run_1/final_placement.png
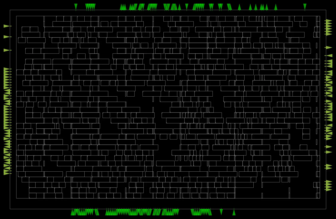
run_1/cell_classes.png
The bar under the picture is 50 um long.
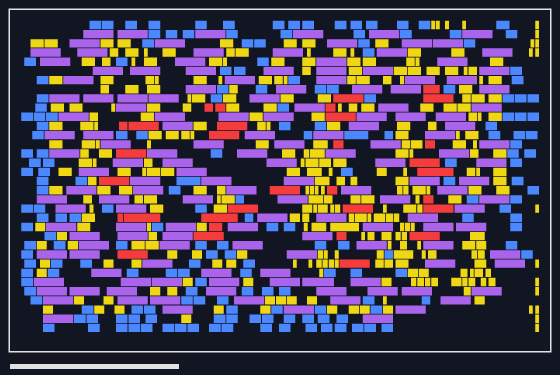
run_1/metal_stack.png
Only two layers are drawn.
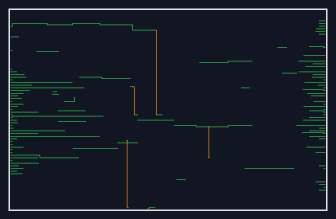
<file path="config.mk">
export PLATFORM = sky130hd
export DESIGN_NAME = ecc_apb_initiator_flat
export DESIGN_NICKNAME = d
export VERILOG_FILES = /design/src/rtl/ecc_apb_initiator_if.sv /design/src/rtl/ecc_apb_initiator.sv /design/src/flat_wrapper.sv
export SDC_FILE = /design/constraint.sdc
export NUM_CORES = 1
export LEC_CHECK = 0
export CORE_AREA = 3 3 157 98
export CTS_BUF_LIST = sky130_fd_sc_hd__clkbuf_8 sky130_fd_sc_hd__clkbuf_16
export DETAILED_ROUTE_END_ITERATION = 16
export DIE_AREA = 0 0 160 101
export PLACE_DENSITY_LB_ADDON = 0.12
export SLEW_MARGIN = 20
export SYNTH_ARGS = -nofsm -noshare
export SYNTH_HDL_FRONTEND = slang
export SYNTH_SLANG_ARGS = --single-unit
export TNS_END_PERCENT = 100
</file>
<file path="constraint.sdc">
create_clock -name clk -period 2.98 [get_ports clk]
set_input_delay 0.447 -clock clk [delete_from_list [all_inputs] [get_ports clk]]
set_output_delay 0.447 -clock clk [all_outputs]
set_load 0.05 [all_outputs]
</file>
<file path="src/rtl/ecc_apb_initiator_if.sv">
// Command/response, APB and ECC-responder signals of ecc_apb_initiator, grouped.
// master = the initiator; slave = the host sequencer plus the APB responder side.
interface ecc_apb_initiator_if #(
    parameter int AMBA_ADDR_WIDTH = 20,
    parameter int AMBA_WORD       = 32,
    parameter int DATA_WIDTH      = 32
);
    logic                       cmd_valid;
    logic                       cmd_ready;
    logic [1:0]                 cmd_mode;
    logic [1:0]                 cmd_width;
    logic [AMBA_WORD-1:0]       cmd_data;
    logic [AMBA_WORD-1:0]       cmd_noise;
    logic [AMBA_ADDR_WIDTH-1:0] PADDR;
    logic [AMBA_WORD-1:0]       PWDATA;
    logic                       PSEL;
    logic                       PENABLE;
    logic                       PWRITE;
    logic                       operation_done;
    logic [DATA_WIDTH-1:0]      data_out;
    logic [1:0]                 num_of_errors;
    logic                       rsp_valid;
    logic                       rsp_ready;
    logic [DATA_WIDTH-1:0]      rsp_data;
    logic [1:0]                 rsp_errors;
    logic [1:0]                 rsp_status;

    modport master (
        input  cmd_valid, cmd_mode, cmd_width, cmd_data, cmd_noise,
        input  operation_done, data_out, num_of_errors, rsp_ready,
        output cmd_ready, PADDR, PWDATA, PSEL, PENABLE, PWRITE,
        output rsp_valid, rsp_data, rsp_errors, rsp_status
    );

    modport slave (
        output cmd_valid, cmd_mode, cmd_width, cmd_data, cmd_noise,
        output operation_done, data_out, num_of_errors, rsp_ready,
        input  cmd_ready, PADDR, PWDATA, PSEL, PENABLE, PWRITE,
        input  rsp_valid, rsp_data, rsp_errors, rsp_status
    );
endinterface

</file>
<file path="src/rtl/ecc_apb_initiator.sv">
// APB initiator: programs the ECC responder (CTRL last), waits for done or timeout, returns a response.
// 6/8 cycles accept-to-CTRL-ACCESS; one command in flight, held in RESP until rsp_ready.
module ecc_apb_initiator #(
    parameter int                          AMBA_ADDR_WIDTH = 20,
    parameter int                          AMBA_WORD       = 32,
    parameter int                          DATA_WIDTH      = 32,
    parameter logic [AMBA_ADDR_WIDTH-1:0]  BASE_ADDR       = '0,
    parameter int                          TIMEOUT_CYCLES  = 64
) (
    input  logic                 clk,
    input  logic                 rst,
    ecc_apb_initiator_if.master  bus
);
    localparam int CNT_W = (TIMEOUT_CYCLES > 1) ? $clog2(TIMEOUT_CYCLES) : 1;

    typedef enum logic [2:0] {IDLE, SETUP, ACCESS, WAIT_DONE, RESP} state_t;

    state_t               state;
    logic [1:0]           mode_q;
    logic [1:0]           width_q;
    logic [AMBA_WORD-1:0] data_q;
    logic [AMBA_WORD-1:0] noise_q;
    logic [1:0]           widx;
    logic [CNT_W-1:0]     tcnt;

    // Write index order: 0 CODEWORD_WIDTH, 1 NOISE, 2 DATA_IN, 3 CTRL.
    function automatic logic [AMBA_ADDR_WIDTH-1:0] wr_addr(input logic [1:0] idx);
        case (idx)
            2'd0:    return BASE_ADDR + AMBA_ADDR_WIDTH'(8);
            2'd1:    return BASE_ADDR + AMBA_ADDR_WIDTH'(12);
            2'd2:    return BASE_ADDR + AMBA_ADDR_WIDTH'(4);
            default: return BASE_ADDR;
        endcase
    endfunction

    function automatic logic [AMBA_WORD-1:0] wr_data(input logic [1:0] idx, input logic [1:0] mode,
                                                     input logic [1:0] width, input logic [AMBA_WORD-1:0] data,
                                                     input logic [AMBA_WORD-1:0] noise);
        case (idx)
            2'd0:    return {{(AMBA_WORD-2){1'b0}}, width};
            2'd1:    return noise;
            2'd2:    return data;
            default: return {{(AMBA_WORD-2){1'b0}}, mode};
        endcase
    endfunction

    function automatic logic [1:0] next_idx(input logic [1:0] idx, input logic [1:0] mode);
        if (idx == 2'd0 && mode != 2'b10) return 2'd2;
        return idx + 2'd1;
    endfunction

    always_ff @(posedge clk or negedge rst) begin
        if (!rst) begin
            state          <= IDLE;
            mode_q         <= '0;
            width_q        <= '0;
            data_q         <= '0;
            noise_q        <= '0;
            widx           <= '0;
            tcnt           <= '0;
            bus.cmd_ready  <= 1'b1;
            bus.PADDR      <= '0;
            bus.PWDATA     <= '0;
            bus.PSEL       <= 1'b0;
            bus.PENABLE    <= 1'b0;
            bus.PWRITE     <= 1'b0;
            bus.rsp_valid  <= 1'b0;
            bus.rsp_data   <= '0;
            bus.rsp_errors <= '0;
            bus.rsp_status <= '0;
        end else begin
            case (state)
                IDLE: if (bus.cmd_valid) begin
                    mode_q        <= bus.cmd_mode;
                    width_q       <= bus.cmd_width;
                    data_q        <= bus.cmd_data;
                    noise_q       <= bus.cmd_noise;
                    bus.cmd_ready <= 1'b0;
                    if (bus.cmd_mode == 2'b11) begin
                        state          <= RESP;
                        bus.rsp_valid  <= 1'b1;
                        bus.rsp_data   <= '0;
                        bus.rsp_errors <= '0;
                        bus.rsp_status <= 2'b10;
                    end else begin
                        state       <= SETUP;
                        widx        <= 2'd0;
                        bus.PSEL    <= 1'b1;
                        bus.PWRITE  <= 1'b1;
                        bus.PENABLE <= 1'b0;
                        bus.PADDR   <= wr_addr(2'd0);
                        bus.PWDATA  <= wr_data(2'd0, bus.cmd_mode, bus.cmd_width, bus.cmd_data, bus.cmd_noise);
                    end
                end
                SETUP: begin
                    bus.PENABLE <= 1'b1;
                    state       <= ACCESS;
                end
                ACCESS: begin
                    bus.PENABLE <= 1'b0;
                    if (widx == 2'd3) begin
                        bus.PSEL   <= 1'b0;
                        bus.PWRITE <= 1'b0;
                        tcnt       <= '0;
                        state      <= WAIT_DONE;
                    end else begin
                        widx       <= next_idx(widx, mode_q);
                        bus.PADDR  <= wr_addr(next_idx(widx, mode_q));
                        bus.PWDATA <= wr_data(next_idx(widx, mode_q), mode_q, width_q, data_q, noise_q);
                        state      <= SETUP;
                    end
                end
                WAIT_DONE: begin
                    // A done pulse on the last counted cycle still beats the timeout.
                    if (bus.operation_done) begin
                        bus.rsp_valid  <= 1'b1;
                        bus.rsp_data   <= bus.data_out;
                        bus.rsp_errors <= bus.num_of_errors;
                        bus.rsp_status <= 2'b00;
                        state          <= RESP;
                    end else if (tcnt == CNT_W'(TIMEOUT_CYCLES - 1)) begin
                        bus.rsp_valid  <= 1'b1;
                        bus.rsp_data   <= '0;
                        bus.rsp_errors <= '0;
                        bus.rsp_status <= 2'b01;
                        state          <= RESP;
                    end else begin
                        tcnt <= tcnt + CNT_W'(1);
                    end
                end
                RESP: if (bus.rsp_ready) begin
                    bus.rsp_valid <= 1'b0;
                    bus.cmd_ready <= 1'b1;
                    state         <= IDLE;
                end
                default: state <= IDLE;
            endcase
        end
    end
endmodule
</file>
<file path="src/flat_wrapper.sv">
// flat-port wrapper written by rule: the top's interface ports become plain ports
module ecc_apb_initiator_flat 
#(
    parameter int                          AMBA_ADDR_WIDTH = 20,
    parameter int                          AMBA_WORD       = 32,
    parameter int                          DATA_WIDTH      = 32,
    parameter logic [AMBA_ADDR_WIDTH-1:0]  BASE_ADDR       = '0,
    parameter int                          TIMEOUT_CYCLES  = 64
)
  (clk, rst, bus_cmd_valid, bus_cmd_mode, bus_cmd_width, bus_cmd_data, bus_cmd_noise, bus_operation_done, bus_data_out, bus_num_of_errors, bus_rsp_ready, bus_cmd_ready, bus_PADDR, bus_PWDATA, bus_PSEL, bus_PENABLE, bus_PWRITE, bus_rsp_valid, bus_rsp_data, bus_rsp_errors, bus_rsp_status);
  ecc_apb_initiator_if #(.AMBA_ADDR_WIDTH(AMBA_ADDR_WIDTH), .AMBA_WORD(AMBA_WORD), .DATA_WIDTH(DATA_WIDTH)) bus_i ();
  input  logic clk;
  input  logic rst;
  input wire logic [$bits(bus_i.cmd_valid)-1:0] bus_cmd_valid;
  input wire logic [$bits(bus_i.cmd_mode)-1:0] bus_cmd_mode;
  input wire logic [$bits(bus_i.cmd_width)-1:0] bus_cmd_width;
  input wire logic [$bits(bus_i.cmd_data)-1:0] bus_cmd_data;
  input wire logic [$bits(bus_i.cmd_noise)-1:0] bus_cmd_noise;
  input wire logic [$bits(bus_i.operation_done)-1:0] bus_operation_done;
  input wire logic [$bits(bus_i.data_out)-1:0] bus_data_out;
  input wire logic [$bits(bus_i.num_of_errors)-1:0] bus_num_of_errors;
  input wire logic [$bits(bus_i.rsp_ready)-1:0] bus_rsp_ready;
  output wire logic [$bits(bus_i.cmd_ready)-1:0] bus_cmd_ready;
  output wire logic [$bits(bus_i.PADDR)-1:0] bus_PADDR;
  output wire logic [$bits(bus_i.PWDATA)-1:0] bus_PWDATA;
  output wire logic [$bits(bus_i.PSEL)-1:0] bus_PSEL;
  output wire logic [$bits(bus_i.PENABLE)-1:0] bus_PENABLE;
  output wire logic [$bits(bus_i.PWRITE)-1:0] bus_PWRITE;
  output wire logic [$bits(bus_i.rsp_valid)-1:0] bus_rsp_valid;
  output wire logic [$bits(bus_i.rsp_data)-1:0] bus_rsp_data;
  output wire logic [$bits(bus_i.rsp_errors)-1:0] bus_rsp_errors;
  output wire logic [$bits(bus_i.rsp_status)-1:0] bus_rsp_status;
  assign bus_i.cmd_valid = bus_cmd_valid;
  assign bus_i.cmd_mode = bus_cmd_mode;
  assign bus_i.cmd_width = bus_cmd_width;
  assign bus_i.cmd_data = bus_cmd_data;
  assign bus_i.cmd_noise = bus_cmd_noise;
  assign bus_i.operation_done = bus_operation_done;
  assign bus_i.data_out = bus_data_out;
  assign bus_i.num_of_errors = bus_num_of_errors;
  assign bus_i.rsp_ready = bus_rsp_ready;
  assign bus_cmd_ready = bus_i.cmd_ready;
  assign bus_PADDR = bus_i.PADDR;
  assign bus_PWDATA = bus_i.PWDATA;
  assign bus_PSEL = bus_i.PSEL;
  assign bus_PENABLE = bus_i.PENABLE;
  assign bus_PWRITE = bus_i.PWRITE;
  assign bus_rsp_valid = bus_i.rsp_valid;
  assign bus_rsp_data = bus_i.rsp_data;
  assign bus_rsp_errors = bus_i.rsp_errors;
  assign bus_rsp_status = bus_i.rsp_status;
  ecc_apb_initiator #(.AMBA_ADDR_WIDTH(AMBA_ADDR_WIDTH), .AMBA_WORD(AMBA_WORD), .DATA_WIDTH(DATA_WIDTH), .BASE_ADDR(BASE_ADDR), .TIMEOUT_CYCLES(TIMEOUT_CYCLES)) u_core (.clk(clk), .rst(rst), .bus(bus_i));
endmodule
</file>
==> impl_metrics.env <==
# yosys + openroad results
export IMPL_grt_usage=0.202
export IMPL_grt_pass1_vias=4813
export IMPL_place_inst=848
export IMPL_layout_nets=784
export IMPL_status="completed"
export IMPL_gp_congestion=0.791
export IMPL_wl_met1_um=7410
export IMPL_antenna_found_initial=0
export IMPL_logic_gates=301
export IMPL_post_cts_buffers=0
export IMPL_top_usage_layer="met2"
export IMPL_crit_path_start="u_core.widx[0]$_DFFE_PN0P_"
export IMPL_ff_count=153
export IMPL_post_place_ws_ps=459
export IMPL_vias_per_cell=5.21
export IMPL_inv_count=7
export IMPL_setup_viol=0
export IMPL_cts_root_buf="clkbuf_16"
export IMPL_via_count=4593
export IMPL_buffers=190
export IMPL_cts_max_level=4
export IMPL_finalSetupTns_ps=0
export IMPL_p_seq_frac=0.334
export IMPL_end_kind="register"
export IMPL_fp_dieH_um=101
export IMPL_power_density_nw_per_um2=1160
export IMPL_ff_type="dfrtp_1"
export IMPL_clk_pin_slew_ps=60
export IMPL_async_flop_share=1.00
export IMPL_hp_class="reg2reg"
export IMPL_syn_avg_cell_area_um2=13.3
export IMPL_top_area_cell="dfrtp_1"
export IMPL_yosysWarningCount=0
export IMPL_die_x_um=160
export IMPL_cp_top_family="adder cells"
export IMPL_cp_required_ps=3280
export IMPL_rsz0062_at_grt="false"
export IMPL_highest_layer="met4"
export IMPL_reg2reg_to="u_core.bus.PWDATA[0]$_DFFE_PN0P_"
export IMPL_wl_met2_um=7350
export IMPL_synth_edff_count=0
export IMPL_clkLatencyLatePin_ps=420
export IMPL_wl_per_cell_um=18.0
export IMPL_io_pins=200
export IMPL_rows=34
export IMPL_drt_pass1_iter_count=5
export IMPL_dpl_cell_area_um2=8450
export IMPL_layout_top_cell="clkdlybuf4s50_1"
export IMPL_final_cell_mix="180 x clkdlybuf4s50_1, 152 x dfrtp_1, 95 x mux2_2"
export IMPL_drtAntennaViolNets=0
export IMPL_grt_first_pass_wirelength_um=25700
export IMPL_fillers=1123
export IMPL_synth_top_area_share=0.580
export IMPL_finalClockPeriodUsage=0.853
export IMPL_cp_slowest_cell="dfrtp_1"
export IMPL_common_cells="152 x dfrtp_1, 95 x mux2_2, 38 x nor2_1, 36 x a22o_1, 30 x a22oi_1"
export IMPL_peakVddDrop_mv=0.645
export IMPL_holdWs_ps=480
export IMPL_finalWirelength_um=15900
export IMPL_critPathKind="reg2reg"
export IMPL_cp_data_arrival_time_ps=2840
export IMPL_post_route_util=0.639
export IMPL_skew_ps=10.1
export IMPL_p_int_mw=6.33
export IMPL_warnings=30
export IMPL_dominant_cells="registers"
export IMPL_io_buffers=181
export IMPL_sw_frac_of_total=0.401
export IMPL_cts_buffer_depth=2
export IMPL_drc=0
export IMPL_cts_tree="done"
export IMPL_post_synth_top_count_cell="dfrtp_1"
export IMPL_ys_area_um2=6560
export IMPL_comb_area_frac=0.270
export IMPL_path_depth=10
export IMPL_cts_sinks=153
export IMPL_overflow=0
export IMPL_netlist_instances=495
export IMPL_setup_slack_ps=439
export IMPL_switchingPower_mw=4.24
export IMPL_ys_seq_frac=0.584
export IMPL_grtUsageMet3=0.0653
export IMPL_drtIter0Drc=221
export IMPL_syn2layout_area_growth_pct=38.5
export IMPL_worstHoldPathCells=2
export IMPL_power_frac_comb=0.451
export IMPL_grt_max_degree=67
export IMPL_syn_area_um2=6560
export IMPL_p_clk_frac=0.215
export IMPL_cts_hold_buf=1
export IMPL_worstHoldEndpoint="u_core.bus.rsp_valid$_DFFE_PN0P_"
export IMPL_clockBufferCount=18
export IMPL_dp_hpwl_um=10800
export IMPL_fp_util=0.462
export IMPL_seq_share=0.422
export IMPL_reg2reg_slack_ps=440
export IMPL_hold_viol=0
export IMPL_synth_distinct_cells=40
export IMPL_p_leak_nw=4.00
export IMPL_min_period_ps=2540
export IMPL_worstMarginPinSlew_ps=631
export IMPL_grt_use_met2=0.307
export IMPL_fin_area_um2=9080
export IMPL_drv_slew=0
export IMPL_worstSetupEndpoint="u_core.bus.PWDATA[0]$_DFFE_PN0P_"
export IMPL_area_leaders="dfrtp_1 58%, mux2_2 16%, a22o_1 4.8%"
export IMPL_ctsResizeCount=0
export IMPL_power_mw=10.6
export IMPL_relSlewSlack=0.579
export IMPL_clk_share=0.0684
export IMPL_hp_start="u_core.bus.rsp_valid$_DFFE_PN0P_"
export IMPL_worst_path_buf_inv=2
export IMPL_seqCellArea_um2=3830
export IMPL_core_um2=14200
export IMPL_drive_above_1_share=0.215
export IMPL_cap_violations=0
export IMPL_cts_buffers=17
export IMPL_r2r_cells=10
export IMPL_nonClkBufAreaFrac=0.210
export IMPL_crit_fanout=14
export IMPL_rr_startpoint="u_core.widx[0]$_DFFE_PN0P_"
export IMPL_comb_area_um2=2450
export IMPL_grt_use_met1=0.285
export IMPL_path_cells="inv_1, ha_1, a21boi_0, nor2_1, inv_1, ha_1, a222oi_1, mux2_2, o21ai_0, mux2_2"
export IMPL_numSynthFlops=153
export IMPL_yosysCellCount=495
export IMPL_worstSetupStartpointType="register"
export IMPL_cpPeakStageDelay_ps=420
-- final_placement.png (at the start) --
# Taps: 198
final non-filler cell total: 881

-- cell_classes.png (at the start) --
flip-flops -> purple  # cells 153
all other logic -> yellow  # cells 308
other buffers and delay cells -> blue  # cells 190
clock drivers and dummy loads -> red  # cells 32

-- metal_stack.png (at the start) --
met3 -> green  # wire length 987 um
met4 -> orange  # wire length 108 um

[run 1: logic make-up after synthesis]
logic type,synth area share
flops,0.584
compound gates,0.116
buf+inv,0.0528
mux,0.177
simple gates,0.0565
other cells,0.000572
fa+ha+maj,0.0134
[run 1: power by group through the flow]
| stage | Sequential [mW] | Combinational, mW | Clock (mW) |
|---|---|---|---|
| after detailed placement | 3.55 | 4.81 | 0 |
| after CTS | 3.53 | 4.83 | 2.32 |
| after global placement | 3.52 | 4.72 | 0 |
| after floorplan | 4.66 | 2.20 | 0 |
| final | 3.53 | 4.77 | 2.27 |
| after global routing | 3.65 | 5.08 | 2.41 |
No activity file was given, so power comes from the tool's default toggle rates.
